**Local utilization**

The die is cut into 28 by 34 equal tiles; black is low, pale yellow is high, 0 to 100% covered.
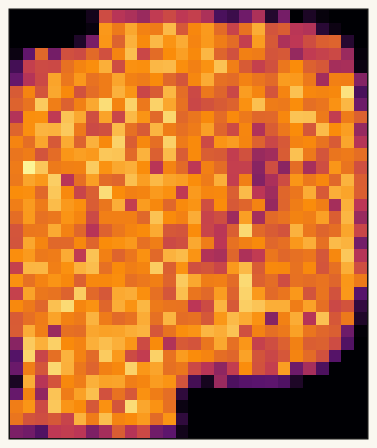
**I/O nets highlighted**

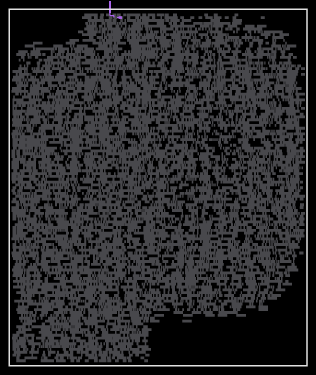
**Placed standard cells**

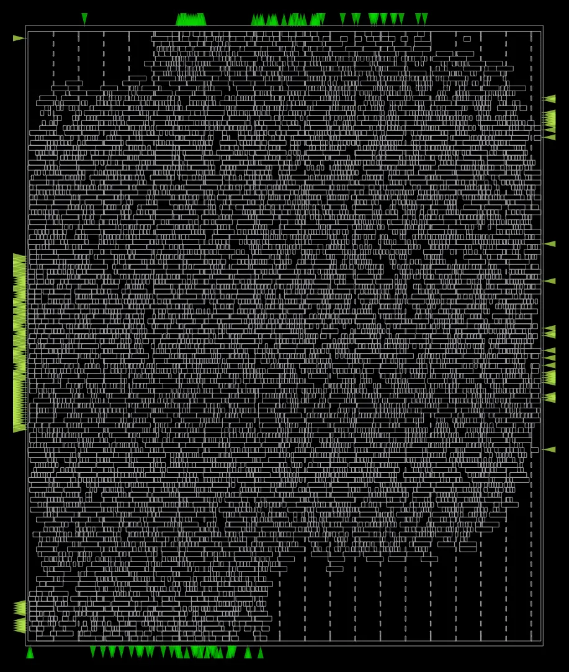
==> config.mk <==
export PLATFORM = sky130hd
export DESIGN_NAME = branch_predictor
export DESIGN_NICKNAME = d
export VERILOG_FILES = /design/src/rtl/branch_predictor.sv
export SDC_FILE = /design/constraint.sdc
export NUM_CORES = 2
export LEC_CHECK = 0
export ABC_AREA = 1
export CORE_ASPECT_RATIO = 1.2
export CORE_UTILIZATION = 56
export CTS_CLUSTER_DIAMETER = 80
export DETAILED_ROUTE_END_ITERATION = 7
export PLACE_DENSITY = 0.77
export SKIP_LAST_GASP = 1
export SLEW_MARGIN = 20
export SYNTH_ARGS = -nofsm -noshare
export SYNTH_HDL_FRONTEND = slang
export SYNTH_SLANG_ARGS = --single-unit
==> constraint.sdc <==
create_clock -name clk -period 40.3 [get_ports clk]
set_input_delay 10.075 -clock clk [delete_from_list [all_inputs] [get_ports clk]]
set_output_delay 10.075 -clock clk [all_outputs]
set_load 0.1 [all_outputs]
==> impl_summary.log <==
[flow] final metrics
INFO  metric outcome = complete, no violations
INFO  metric gp_congestion = roughly 1.0
INFO  metric p_leak = around 28 nW
INFO  metric dp_slack = 13.76 ns
INFO  metric antenna-diode-count = 1
INFO  metric layoutNonFillerInstCount = 8383
INFO  metric worst-slew-pin-transition = 1.14 ns
INFO  metric multi_input_comb_area = 0.0240 mm2
INFO  metric wl_per_cell = between 20 and 25 um
INFO  metric number_of_logic_gates = approximately 5300
INFO  metric die_y = 341 um
INFO  metric synthDominantAreaCellType = dfrtp_1
INFO  metric worstPathMaxFanout = roughly 210
INFO  metric report.power.total = slightly below 0.003 W
INFO  metric max_slew_margin = a little under a quarter
INFO  metric slew_violations = 0
INFO  metric syn_nets = approximately 7300
INFO  metric layout.nonclk_buf_share = around 4.3%
INFO  metric grt_start_max_net_pins = 207
INFO  metric synthTopCellsByArea = dfrtp_1, nand2_1, o21ai_0
Back to the opening pictures, 'local utilization':
fullest tile = 98%
nearly empty tiles = 9.9%
emptiest ninth of the die = south-east
tiles over 75% full = 28%
total core area: 0.0942 mm2
initial core utilization: 56.8%

Back to the opening pictures, 'I/O nets highlighted':
purple -> upd_pred_taken  # bits 1, direction input, edge north, end cells 2, buffers 1, wire 14.6 um
number of ports placed on the die boundary: 198
port buffer count: 195

Back to the opening pictures, 'placed standard cells':
number of core rows: 123
fill cell instance count of the final layout: 8427
Tap Count: 1250
register fraction of the total cell area: 44.1%

[worst max-delay path, cell delays in order]
cell and delay [ns]:
buf_8 0.19, inv_8 0.72, buf_12 0.67, buf_4 0.81, a21oi_1 0.14, o21ai_0 0.12
o211ai_1 0.13, and3_1 0.29, nor2_1 0.12, nand2_1 0.06, nand2_1 0.07, nor2_1 0.04
nand2_1 0.07, nor2_1 0.04, nand2_1 0.15, inv_1 0.06, nand2_1 0.73, o21ai_0 0.39
nand2_1 0.26, clkdlybuf4s50_1 1.17
[metal layers]
layer  wire length [um]  part of all wire [%]  vias to the layer above  GRT usage [%]
met2              79100                    45                     2975           56.7
met3              20300                    11                      591           7.09
li1                   -                     -                    23158              -
met4              10300                   5.8                        2           19.7
met5                 10                0.0056                        -              0
met1              67400                    38                    24004           47.8
